File: config.mk
export PLATFORM = sky130hd
export DESIGN_NAME = pipelined_carry_increment_adder
export DESIGN_NICKNAME = d
export VERILOG_FILES = /design/src/rtl/pipelined_carry_increment_adder.sv
export SDC_FILE = /design/constraint.sdc
export NUM_CORES = 1
export LEC_CHECK = 0
export CAP_MARGIN = 10
export CORE_ASPECT_RATIO = 1.5
export CORE_MARGIN = 10
export CORE_UTILIZATION = 45
export DETAILED_ROUTE_END_ITERATION = 8
export DONT_BUFFER_PORTS = 1
export GPL_TIMING_DRIVEN = 0
export SLEW_MARGIN = 20
export SYNTH_ARGS = -nofsm -noshare
export SYNTH_HDL_FRONTEND = slang
export SYNTH_SLANG_ARGS = --single-unit
export TNS_END_PERCENT = 20
File: constraint.sdc
create_clock -name clk -period 4 [get_ports clk]
set_input_delay 0.4 -clock clk [delete_from_list [all_inputs] [get_ports clk]]
set_output_delay 0.4 -clock clk [all_outputs]
set_load 0.1 [all_outputs]
File: src/rtl/pipelined_carry_increment_adder.sv
// ---------------------------------------------------------------------------
// pipelined_carry_increment_adder
//
// Pipelined carry-increment adder/subtractor with valid/ready handshakes on
// both sides.  Operands are cut into BLK-bit blocks.  Each pipeline stage
// resolves K = N/(BLK*STAGES) consecutive blocks.  The first block of a stage
// ripple-adds with the carry registered by the previous stage.  Every later
// block precomputes its sum for carry-in 0 and then increments on the carry
// arriving from below.  Only one carry bit crosses each stage boundary, so no
// combinational carry path is longer than K blocks.
//
// The pipeline advances as a whole.  en = ~out_valid | out_ready.  Bubbles
// travel with the beats and are not squeezed out.
//
// Parameter constraints: N % BLK == 0, (N/BLK) % STAGES == 0, STAGES >= 1.
//
// Ports
//   clk        rising-edge clock
//   rst_n      asynchronous active-low reset
//   in_valid   operand beat valid
//   in_ready   beat is accepted this cycle (combinational, equals en)
//   sub        0: in1 + in2, 1: in1 - in2 (sampled with the operands)
//   in1, in2   operands A and B
//   out_valid  result beat valid
//   out_ready  downstream accepts the result
//   sum        result
//   cout       carry out of bit N-1 (for sub, 1 means no borrow)
//   of         signed overflow
//   zero       sum == 0
// ---------------------------------------------------------------------------
module pipelined_carry_increment_adder #(
  parameter int N      = 32,
  parameter int BLK    = 4,
  parameter int STAGES = 2
) (
  input  logic         clk,
  input  logic         rst_n,
  input  logic         in_valid,
  output logic         in_ready,
  input  logic         sub,
  input  logic [N-1:0] in1,
  input  logic [N-1:0] in2,
  output logic         out_valid,
  input  logic         out_ready,
  output logic [N-1:0] sum,
  output logic         cout,
  output logic         of,
  output logic         zero
);

  localparam int NB = N / BLK;
  localparam int K  = NB / STAGES;
  localparam int L  = STAGES - 1;
  localparam int PR = (STAGES > 1) ? STAGES - 1 : 1;

  // Plain ripple block: {carry_out, sum}.
  function automatic logic [BLK:0] ripple_blk(input logic [BLK-1:0] a,
                                              input logic [BLK-1:0] b,
                                              input logic           cin);
    return {1'b0, a} + {1'b0, b} + (BLK+1)'(cin);
  endfunction

  // Carry-increment block: sum for carry-in 0 plus generate/propagate-all,
  // then increment on the real carry.  cout = g | (p & cin).
  function automatic logic [BLK:0] incr_blk(input logic [BLK-1:0] a,
                                            input logic [BLK-1:0] b,
                                            input logic           cin);
    logic [BLK:0]   s0;
    logic           p;
    logic [BLK-1:0] s;
    s0 = {1'b0, a} + {1'b0, b};
    p  = &(a ^ b);
    s  = s0[BLK-1:0] + BLK'(cin);
    return {s0[BLK] | (p & cin), s};
  endfunction

  // Inter-stage registers: register k holds the result of stage k.
  logic [N-1:0]  pa_q [PR];
  logic [N-1:0]  pb_q [PR];
  logic [N-1:0]  ps_q [PR];
  logic [PR-1:0] pc_q;
  logic [PR-1:0] pv_q;

  // Output stage registers.
  logic         out_valid_q;
  logic [N-1:0] sum_q;
  logic         cout_q;
  logic         of_q;
  logic         zero_q;

  // Per-stage combinational inputs and resolved results.
  logic [N-1:0]      st_a  [STAGES];
  logic [N-1:0]      st_b  [STAGES];
  logic [N-1:0]      st_si [STAGES];
  logic [N-1:0]      st_so [STAGES];
  logic [STAGES-1:0] st_ci;
  logic [STAGES-1:0] st_co;
  logic [STAGES-1:0] st_v;

  logic         en;
  logic [N-1:0] sum_d;
  logic         cout_d;
  logic         of_d;
  logic         zero_d;

  assign en       = ~out_valid_q | out_ready;
  assign in_ready = en;

  always_comb begin
    logic [BLK:0] r;
    logic         c;
    r = '0;
    c = 1'b0;
    for (int j = 0; j < STAGES; j++) begin
      if (j == 0) begin
        // Subtraction folds into addition: B' = ~B, carry-in = 1.
        st_a[j]  = in1;
        st_b[j]  = in2 ^ {N{sub}};
        st_si[j] = '0;
        st_ci[j] = sub;
        st_v[j]  = in_valid;
      end else begin
        st_a[j]  = pa_q[(j > 0) ? j - 1 : 0];
        st_b[j]  = pb_q[(j > 0) ? j - 1 : 0];
        st_si[j] = ps_q[(j > 0) ? j - 1 : 0];
        st_ci[j] = pc_q[(j > 0) ? j - 1 : 0];
        st_v[j]  = pv_q[(j > 0) ? j - 1 : 0];
      end

      st_so[j] = st_si[j];
      c        = st_ci[j];
      for (int i = 0; i < K; i++) begin
        if (i == 0)
          r = ripple_blk(st_a[j][(j*K+i)*BLK +: BLK], st_b[j][(j*K+i)*BLK +: BLK], c);
        else
          r = incr_blk(st_a[j][(j*K+i)*BLK +: BLK], st_b[j][(j*K+i)*BLK +: BLK], c);
        st_so[j][(j*K+i)*BLK +: BLK] = r[BLK-1:0];
        c = r[BLK];
      end
      st_co[j] = c;
    end
  end

  // Overflow: operands (after inversion) share a sign that the result lacks,
  // which is equivalent to carry-in XOR carry-out of the top bit.
  assign sum_d  = st_so[L];
  assign cout_d = st_co[L];
  assign of_d   = (st_a[L][N-1] ~^ st_b[L][N-1]) & (st_so[L][N-1] ^ st_a[L][N-1]);
  assign zero_d = ~|st_so[L];

  // ---- stage boundaries 1..STAGES-1: operand/partial-sum registers ----
  always_ff @(posedge clk) begin
    if (en) begin
      for (int k = 0; k < STAGES - 1; k++) begin
        pa_q[k] <= st_a[k];
        pb_q[k] <= st_b[k];
        ps_q[k] <= st_so[k];
        pc_q[k] <= st_co[k];
      end
    end
  end

  // ---- valid chain and output stage (reset clears results too) ----
  always_ff @(posedge clk or negedge rst_n) begin
    if (!rst_n) begin
      pv_q        <= '0;
      out_valid_q <= 1'b0;
      sum_q       <= '0;
      cout_q      <= 1'b0;
      of_q        <= 1'b0;
      zero_q      <= 1'b0;
    end else if (en) begin
      for (int k = 0; k < STAGES - 1; k++) begin
        pv_q[k] <= st_v[k];
      end
      out_valid_q <= st_v[L];
      sum_q       <= sum_d;
      cout_q      <= cout_d;
      of_q        <= of_d;
      zero_q      <= zero_d;
    end
  end

  assign out_valid = out_valid_q;
  assign sum       = sum_q;
  assign cout      = cout_q;
  assign of        = of_q;
  assign zero      = zero_q;

endmodule

**Run 1: placement by cell class**

The bar under the picture is 20 µm long.
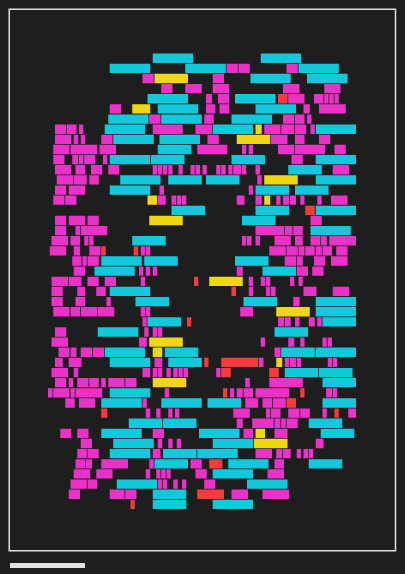
- other buffers and delay cells: red (cells 19; share of their area 2.7%)
- clock drivers and dummy loads: yellow (cells 16; share of their area 5.4%)
- flops: cyan (cells 86; share of their area 47%)
- combinational and other logic: magenta (cells 305; share of their area 45%)
FP Rows: 45
core box area: 0.0101 mm²
fin area: 0.00524 mm²
Finished Core Util: 51.7%

**Run 1: floorplan with the power grid**

Pins as bars on the die edge. Tap cells in gray.
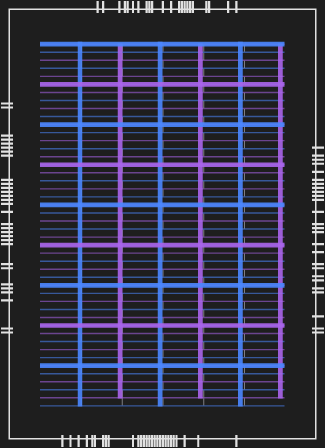
- VSS: blue
- VDD: purple
- met4 straps: 6
- signal pins: 106
- rows: 45

**Run 1: clock nets**

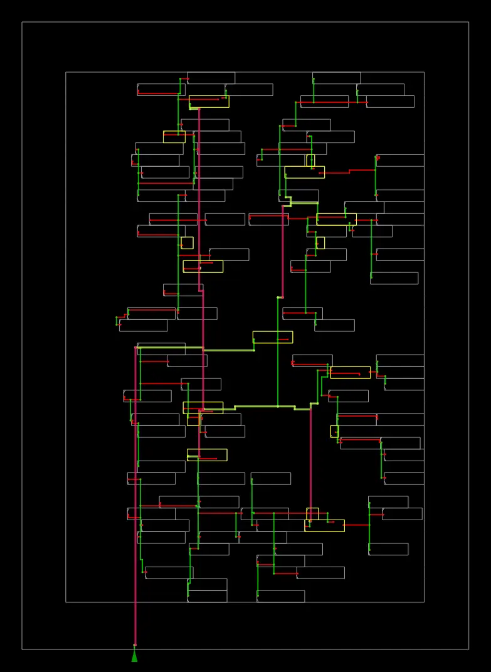
CLK BUF: 10
Clock Skews: 0.00310 ns
clock sink count: 86
clock network latency to the later pin of the worst-skew pair: 0.34 ns
Clk power: 0.762 mW

**Run 1: selected gate families**

The bar under the picture is 20 µm long.
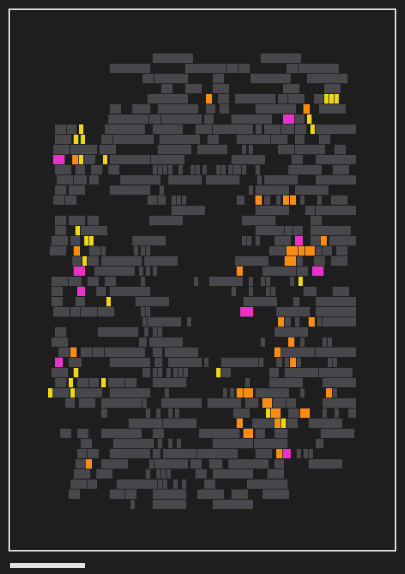
- AND and OR gates: magenta (cells 9)
- inverting AOI/OAI gates: orange (cells 30)
- inverters: yellow (cells 24)
final std cells w/o fill: 543
most instantiated logic cell after routing: nand2_1
Comb area share: 41.8%

==> reports/qor.yml, run 1 <==
drive_above_1_share_pct: 7.28
final.setup.worst_slack_ns: 0.0566
insertedDiodeCount: 0
antenna_found_initial: 0
yosysWarnings: 0
ys_seq_share_pct: 51.3
gp_congestion: 0.858
dp_slack_ns: -0.250
cts_tree: "yes"
largest_reg_flops: 32
hpwlAfterDp_um: 8230
mux_share_pct: 0.241
p_leak_nw: 2.41
met1_length_um: 3750
avgViaCountPerCell: 5.40
p_seq_share_pct: 60.3
holdPathEnd: "pa_q[0][31]"
status: "completed"
crit_arrival_ns: 4.21
pwr-share-comb_pct: 19.7
top_cells_by_area: "edfxtp_1 31%, dfrtp_1 20%, ha_1 11%"
hold_ws_ns: 0.153
rsz0062_at_grt: "yes"
common_cells: "81 x nand2_1, 49 x edfxtp_1, 45 x xor2_1"
crit_family: "adder cells"
netSwitchingPower_mw: 1.88
yosys.area_share.simple_pct: 11.1
gr-usage-met2_pct: 25.3
fp.dieW_um: 103
die.size.y_um: 145
total_power_mw: 3.81
drt_first_pass_iters: 6
place_inst: 521
ant_nets: 0
slowest_delay_ns: 0.55
hold_viol: 0
gr-usage-met1_pct: 14.6
cts_root_buf: "clkbuf_16"
worstMarginPinSlew_ns: 0.953
io_buffers: 0
flops: 86
setup_violations: 0
seq_share_pct: 45.8
grt_max_degree: 38
==> inputs of run 2 (changes only) <==
Settings changed: CAP_MARGIN 10 to 5, GPL_ROUTABILITY_DRIVEN set to 0, REMOVE_ABC_BUFFERS set to 1.
==> run 2 against run 1 <==
Against the previous run:
- first-iteration DRC count stayed put
- flip-flop count unchanged
- power down 1.9%
- critical path depth unchanged
- hold slack improved by 0.0087 ns
- sequential share of layout area is 0.55 points higher
- clock skew is 0.0045 ns higher
==> reports/qor.yml, run 2 <==
crit_arrival_ns: 4.13  # -0.08 ns
fin_worst_skew_ns: 0.00765  # +0.00454 ns
final.setup.worst_slack_ns: 0.122  # +0.0654 ns
slowest_delay_ns: 0.54  # about the same
rsz0062_at_grt: "no"
cts_sinks: 86  # unchanged
drt_first_pass_iters: 4  # -2
final_core_util_pct: 51.0  # -0.62 points
antenna_found_initial: 0  # unchanged
hold_viol: 0  # unchanged
fp.dieW_um: 103  # unchanged
top_cells_by_area: "edfxtp_1 31%, dfrtp_1 20%, ha_1 11%"
final_cells: 529  # -2.6%
mux_share_pct: 0.241  # unchanged
fin_area_mm2: 0.00517  # -1.2%
worstMarginPinSlew_ns: 0.956  # +0.00264 ns
largest_reg_flops: 32  # unchanged
total_power_mw: 3.74  # -1.9%
dp_slack_ns: -0.304  # -0.0536 ns
clock_latency_ns: 0.33  # about the same
clock_buffers: 13  # +3
drive_above_1_share_pct: 5.83  # -1.5 points
io_buffers: 0  # unchanged
ys_seq_share_pct: 51.3  # unchanged
lay_top_count: "nand2_1"
insertedDiodeCount: 0  # unchanged
yosysWarnings: 0  # unchanged
met1_length_um: 3370  # -10%
core_area_mm2: 0.0101  # unchanged
crit_slowest_cell: "or4b_1"
comb_area_share_pct: 42.3  # +0.53 points
hold_ws_ns: 0.162  # +0.00868 ns
die.size.y_um: 145  # unchanged
pg_clk_mw: 0.717  # -5.9%
rows: 45  # unchanged
p_seq_share_pct: 61.6  # +1.3 points
gr-usage-met1_pct: 13.3  # -1.3 points
pwr-share-comb_pct: 19.2  # -0.5 points
seq_share_pct: 46.3  # +0.55 points
maxPowerGroup: "sequential cells"
netSwitchingPower_mw: 1.83  # -2.4%
avgViaCountPerCell: 5.48  # +1.5%
crit_family: "adder cells"
status: "completed"
gr-usage-met2_pct: 23.1  # -2.3 points
hpwlAfterDp_um: 7590  # -7.7%
**Run 2: placement by cell class**

The bar under the picture is 20 µm long.
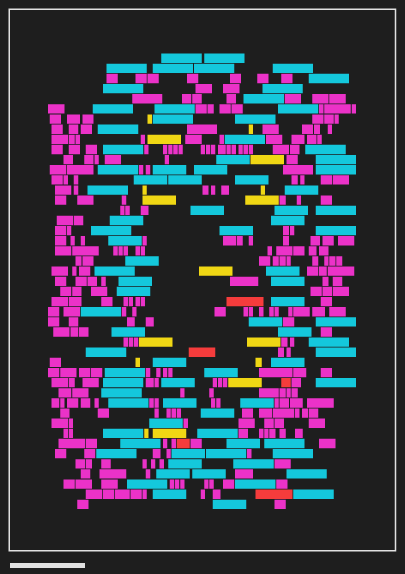
- other buffers and delay cells: red (cells 5; share of their area 1.8%)
- flops: cyan (cells 86; share of their area 48%)
- clock drivers and dummy loads: yellow (cells 16; share of their area 5.0%)
- combinational and other logic: magenta (cells 305; share of their area 45%)

**Run 2: clock network drawn from the DEF**

The bar under the picture is 20 µm long.
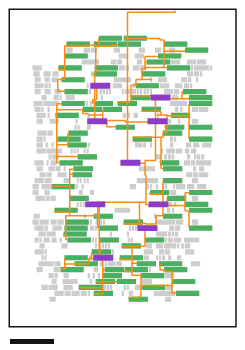
- flip-flops: green (count 86)
- clock drivers: purple (count 9)
- clock wires: orange (length 1010 µm)
- routed clock nets: 10

No activity file was given, so power comes from the tool's default toggle rates.
